$ cat src/rtl/dmem_port_arbiter.sv
// dmem_port_arbiter
//
// Shares the single-port data memory between the pipeline memory stage
// (port P) and the test/loader DMA port (port D). Each transaction takes
// two cycles:
//   ISSUE: the memory is driven from the latched request.
//   RESP:  the winner receives done/err/rdata.
// Requests are sampled only at the end of IDLE and RESP. A request whose
// address is misaligned or past the end of the array is rejected: the
// memory is never enabled for it, and it completes with err = 1.
//
// Ports:
//   clk, reset                        rising-edge clock, synchronous active-high reset
//   p_req/p_we/p_addr/p_wdata         port P request (write when we = 1)
//   p_gnt/p_done/p_err/p_rdata        port P issue strobe and completion
//   d_*                               same as p_*, for port D
//   mem_read/mem_write                data memory enables (only ever high in ISSUE)
//   mem_address/mem_write_data        latched request address and data
//   mem_read_data                     registered memory output, valid in RESP
//   busy                              high whenever the sequencer is not idle
module dmem_port_arbiter #(
  parameter int WORD  = 64,
  parameter int DEPTH = 100
) (
  input  logic            clk,
  input  logic            reset,
  input  logic            p_req,
  input  logic            p_we,
  input  logic [WORD-1:0] p_addr,
  input  logic [WORD-1:0] p_wdata,
  output logic            p_gnt,
  output logic            p_done,
  output logic            p_err,
  output logic [WORD-1:0] p_rdata,
  input  logic            d_req,
  input  logic            d_we,
  input  logic [WORD-1:0] d_addr,
  input  logic [WORD-1:0] d_wdata,
  output logic            d_gnt,
  output logic            d_done,
  output logic            d_err,
  output logic [WORD-1:0] d_rdata,
  output logic            mem_read,
  output logic            mem_write,
  output logic [WORD-1:0] mem_address,
  output logic [WORD-1:0] mem_write_data,
  input  logic [WORD-1:0] mem_read_data,
  output logic            busy
);

  typedef enum logic [1:0] {IDLE, ISSUE, RESP} state_t;

  localparam logic [WORD-1:0] DEPTH_W = WORD'(DEPTH);

  state_t          state_reg;
  logic            last_gnt_d_reg;  // 1: most recent grant went to D
  logic            win_d_reg;       // owner of the transaction in flight
  logic            we_reg;
  logic [WORD-1:0] addr_reg;
  logic [WORD-1:0] wdata_reg;
  logic            p_gnt_reg;
  logic            d_gnt_reg;
  logic            p_done_reg;
  logic            d_done_reg;
  logic            err_reg;
  logic            rd_ok_reg;       // completion carries memory read data

  logic            addr_ok;
  logic            win_d_next;

  // Range check is done on the word index, so addresses with high bits set
  // are rejected outright instead of wrapping into the array.
  assign addr_ok = (addr_reg[2:0] == 3'b000) && ((addr_reg >> 3) < DEPTH_W);

  // D wins when it is the only requester, or on a tie when P was granted last.
  assign win_d_next = d_req & (~p_req | ~last_gnt_d_reg);

  always_ff @(posedge clk) begin
    if (reset) begin
      state_reg      <= IDLE;
      last_gnt_d_reg <= 1'b1;
      win_d_reg      <= 1'b0;
      we_reg         <= 1'b0;
      addr_reg       <= '0;
      wdata_reg      <= '0;
      p_gnt_reg      <= 1'b0;
      d_gnt_reg      <= 1'b0;
      p_done_reg     <= 1'b0;
      d_done_reg     <= 1'b0;
      err_reg        <= 1'b0;
      rd_ok_reg      <= 1'b0;
    end else begin
      p_gnt_reg  <= 1'b0;
      d_gnt_reg  <= 1'b0;
      p_done_reg <= 1'b0;
      d_done_reg <= 1'b0;
      case (state_reg)
        IDLE, RESP: begin
          if (p_req || d_req) begin
            state_reg      <= ISSUE;
            win_d_reg      <= win_d_next;
            last_gnt_d_reg <= win_d_next;
            we_reg         <= win_d_next ? d_we    : p_we;
            addr_reg       <= win_d_next ? d_addr  : p_addr;
            wdata_reg      <= win_d_next ? d_wdata : p_wdata;
            p_gnt_reg      <= ~win_d_next;
            d_gnt_reg      <= win_d_next;
          end else begin
            state_reg <= IDLE;
          end
        end
        ISSUE: begin
          state_reg  <= RESP;
          p_done_reg <= ~win_d_reg;
          d_done_reg <= win_d_reg;
          err_reg    <= ~addr_ok;
          rd_ok_reg  <= addr_ok & ~we_reg;
        end
        default: state_reg <= IDLE;
      endcase
    end
  end

  assign mem_read       = (state_reg == ISSUE) & addr_ok & ~we_reg;
  assign mem_write      = (state_reg == ISSUE) & addr_ok & we_reg;
  assign mem_address    = addr_reg;
  assign mem_write_data = wdata_reg;

  assign p_gnt   = p_gnt_reg;
  assign d_gnt   = d_gnt_reg;
  assign p_done  = p_done_reg;
  assign d_done  = d_done_reg;
  assign p_err   = p_done_reg & err_reg;
  assign d_err   = d_done_reg & err_reg;
  // Memory output goes straight through during RESP.
  assign p_rdata = (p_done_reg & rd_ok_reg) ? mem_read_data : '0;
  assign d_rdata = (d_done_reg & rd_ok_reg) ? mem_read_data : '0;

  assign busy = (state_reg != IDLE);

endmodule

$ cat config.mk
export PLATFORM = sky130hd
export DESIGN_NAME = dmem_port_arbiter
export DESIGN_NICKNAME = d
export VERILOG_FILES = /design/src/rtl/dmem_port_arbiter.sv
export SDC_FILE = /design/constraint.sdc
export NUM_CORES = 1
export LEC_CHECK = 0
export ABC_CLOCK_PERIOD_IN_PS = 6400
export CAP_MARGIN = 20
export CELL_PAD_IN_SITES_DETAIL_PLACEMENT = 1
export CELL_PAD_IN_SITES_GLOBAL_PLACEMENT = 1
export CORE_AREA = 2 2 231 233
export CTS_CLUSTER_SIZE = 10
export DETAILED_ROUTE_END_ITERATION = 8
export DIE_AREA = 0 0 233 235
export GPL_TIMING_DRIVEN = 0
export PLACE_DENSITY_LB_ADDON = 0.1
export SYNTH_ARGS = -nofsm -noshare
export SYNTH_HDL_FRONTEND = slang
export SYNTH_SLANG_ARGS = --single-unit
$ cat constraint.sdc
create_clock -name clk -period 6.4 [get_ports clk]
set_clock_uncertainty 0.2 [all_clocks]
set_input_delay 0.64 -clock clk [delete_from_list [all_inputs] [get_ports clk]]
set_output_delay 0.64 -clock clk [all_outputs]
set_load 0.02 [all_outputs]
Floorplan with the power grid:
Scale bar: 50 um. Pins as bars on the die edge. Tap cells in grey.
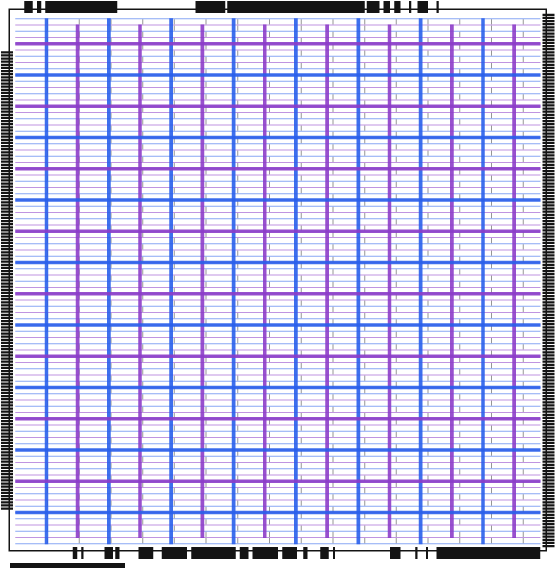
- VDD: purple
- VSS: blue
- met4 straps: 16
- met5 straps: 16
- met1 rails: 85
- tap cells: 688

Cells coloured by class:
Scale bar: 50 um.
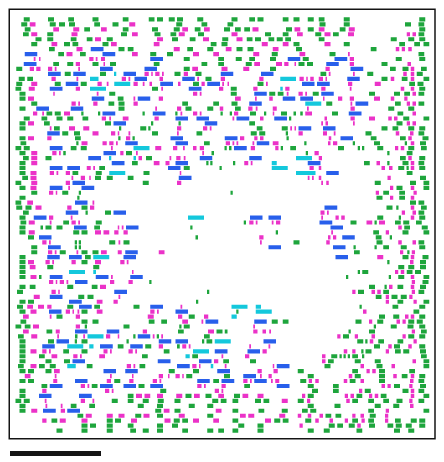
- flops: blue (cells 139; share of their area 21%)
- other buffers and delay cells: green (cells 676; share of their area 46%)
- clock drivers and dummy loads: cyan (cells 31; share of their area 4.1%)
- combinational and other logic: magenta (cells 568; share of their area 29%)

==> deck_impl_summary.md <==
Key Metrics from the Run

Detailed routing
  • DRC Markers: 0
  • Metal3 WL: 4920 um
  • Drt first pass iters: 4
  • DR vias: 8489
  • Metal1 wirelength: 16900 um
  • Average wire per standard cell: 21.9 um
  • ANT nets after route: 0
  • Max Used Layer: met5
  • Post-Route WL: 46100 um
  • DR WL met2: 23700 um
  • Initial drt markers: 177
  • Vias per cell: 4.04

Cells and area
  • Final-stage net count: 1728
  • Non-CTS inverters: 3
  • Final Util: 27.4%
  • Mi-comb count: 565
  • Clkbuf count: 21
  • Area grow syn2layout: 105%
  • Nonclk buf count: 676
  • Logic area: 3840 um2
  • Share of layout cells above drive strength 1: 3.04%
  • Clk tree area frac: 3.86%
  • Number of fill cells in the layout: 6109
  • Flip-flops: 139
  • N_diodes: 0
  • Logic share of the area: 26.9%
  • Dominant class by area: non-clock buffers
  • Buffer share of cell area: 43.7%
  • FF+latch area: 2780 um2
  • Design area: 14300 um2
  • Flop share of the area: 19.5%
  • Non-filler instance count after layout: 2102

Final timing
  • Max_slew headroom: 44.5%
  • Worst slew pin tran: 0.832 ns
  • Final Hold Fails: 0
  • Final worst path period share: 64.1%
  • Setup TNS: 0 ns
  • Setup violators final: 0
  • Min Clock Period, post-route: 4.10 ns
  • RSZ-0062 raised after global routing: no
  • Max Slew Vio Count: 0
  • Setup WS post-layout: 2.30 ns
  • Fmax: 244 MHz

Setup path
  • Worst Path Max Fanout: 4
  • CP dominant cell by count: or4_1
  • Worst EP required: 5.56 ns
  • RR Startpoint: last_gnt_d_reg
  • Crit path depth: 5
  • CP delay by family, top: simple AND/OR/NAND/NOR gates
  • FF-to-FF setup slack: 3.68 ns
  • CP arrival: 3.26 ns
  • Crit path launch type: flip-flop
  • Critical Path Start: mem_address[31]
  • Element type at the critical path end: output port
  • Critical path class: reg -> out
  • CP endpoint: mem_read
  • Critical-path top delay cell: clkdlybuf4s50_1
  • Worst r2r path cells: 6
  • CP peak stage delay: 0.71 ns
  • CP cell instances: or4_1, or4_1, or4_4, nor3_1, clkdlybuf4s50_1

Pwr
  • Comb power: 0.835 mW
  • Clk pwr: 0.972 mW
  • Top power group: sequential cells
  • Seq pwr share: 35.9%
  • Sequential group power: 1.01 mW
  • PwrDens: 197 nW/um2
  • Int Power: 1.93 mW
  • Clock power share: 34.5%
  • LEAKAGE: 5.61 nW
  • Net Switching: 0.890 mW
  • Peak supply drop: 0.184 mV
  • Logic pwr share: 29.6%
  • Total power: 2.82 mW

Floorplanning
  • Die width: 233 um
  • IO Pins: 591
  • Tap cells: 688
  • FP Rows: 84
  • Chip Area: 54800 um2
  • Core area: 52200 um2
  • Initial Util: 13.4%
  • Die y size: 235 um

Synth
  • Syn Area/Cell: 8.79 um2
  • Yosys top cell by instances: dfxtp_1
  • Most common reg cell: dfxtp_1
  • Distinct cells, synth: 29
  • Mapped Nets: 1119
  • Ys cells: 793
  • Post-Syn Area: 6970 um2
  • Leading area contributor after synthesis: dfxtp_1
  • Gate count after technology mapping: 793
  • Ys async rst share: 0%
  • Biggest area cells: dfxtp_1, mux2i_1, a211oi_1
  • Seq cells post-synth: 139
  • EDFF count, synth: 0
  • Top-area cell share: 39.9%
  • Chip Area, Yosys: 6970 um2
  • Seq/Total Area, Yosys: 39.9%
  • Synth top cells by count: dfxtp_1, nor2_1, a211oi_1, and3_1, mux2i_1
  • Yosys warnings: 0

GRT
  • Antenna violations before repair: 6
  • Busiest layer in global routing: met2
  • Met2 usage: 30.2%
  • Vias in the first global route: 9073
  • Tot GR Track Use: 16.4%
  • Met3 Track Usage GR: 7.28%
  • First-pass GRT wire length: 64400 um
  • Largest net degree at the start of global routing: 17
  • Total congestion overflow: 0

Placement
  • Gpl congestion: 0.804
  • Placed cell area: 13700 um2
  • I/O Buffers: 590
  • Placed insts: 2071
  • DPL Wire Length: 38700 um
  • DP Worst Slack: 2.57 ns

Worst hold path
  • Hold EP: p_done
  • Hold Crit Depth: 1
  • HP Start: win_d_reg
  • Worst hold-check path type: reg -> reg

CTS
  • Worst-path clk slew: 0.06 ns
  • TritonCTS buffer count: 17
  • Clock sinks: 139
  • Root cell of the clock tree: clkbuf_16
  • CTS tree: done
  • H-tree levels: 4
  • Hold_buf cts: 0
  • Post-CTS setup buffers: 0
  • Clk buf depth: 2
  • Late-Pin Clk Latency: 0.44 ns
  • Cts repair resizes: 0

Outcome
  • Status: finished, final reports clean

Flow run
  • Tool warning count: 26
  • Max-cap viol count: 0
Routed clock nets over the placement:
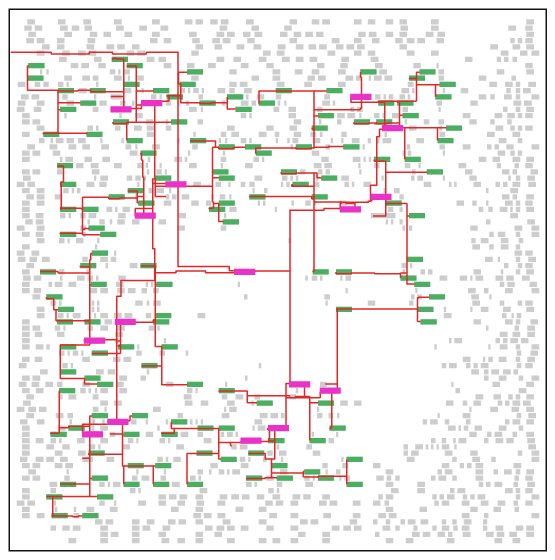
- flip-flops: green (count 139)
- clock wires: red (length 2650 um)
- clock drivers: magenta (count 17)
- flops lie: widely spread
- routed clock nets: 18

Signal wires by layer:
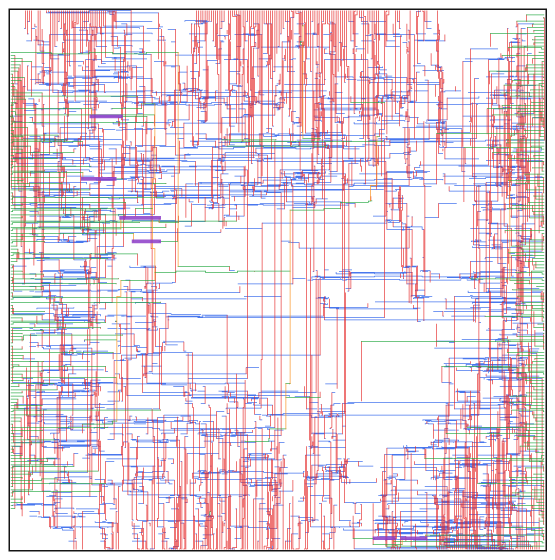
- metal 3: green (wire length 4920 um)
- metal 5: purple (wire length 72.7 um)
- metal 1: blue (wire length 16900 um)
- metal 4: orange (wire length 495 um)
- metal 2: red (wire length 23.7 mm)

[cells in the final DEF (no fill, tap or decap), types with 2 or more instances in the layout]
master,netlist,routed
buf_2,11,11
or4_1,2,2
clkdlybuf4s50_1,0,590
and2_1,4,4
clkbuf_16,0,17
a21oi_1,2,2
mux2i_1,129,129
buf_1,5,5
clkinv_2,0,4
nor4_1,12,12
and3_1,129,129
nor3_1,5,5
inv_6,0,2
inv_1,3,3
dfxtp_1,139,139
nor2_1,135,135
clkbuf_8,0,2
nand2_1,3,3
a211oi_1,129,129
o21ai_0,2,2
clkinvlp_4,0,2
clkbuf_1,70,72
[logic make-up after synthesis]
group | share of synthesized area (%)
buf+inv | 4.99
mux | 18.5
compound gates | 14.7
flops | 39.9
simple gates | 21.9
Power is estimated from default activity; no workload was simulated.
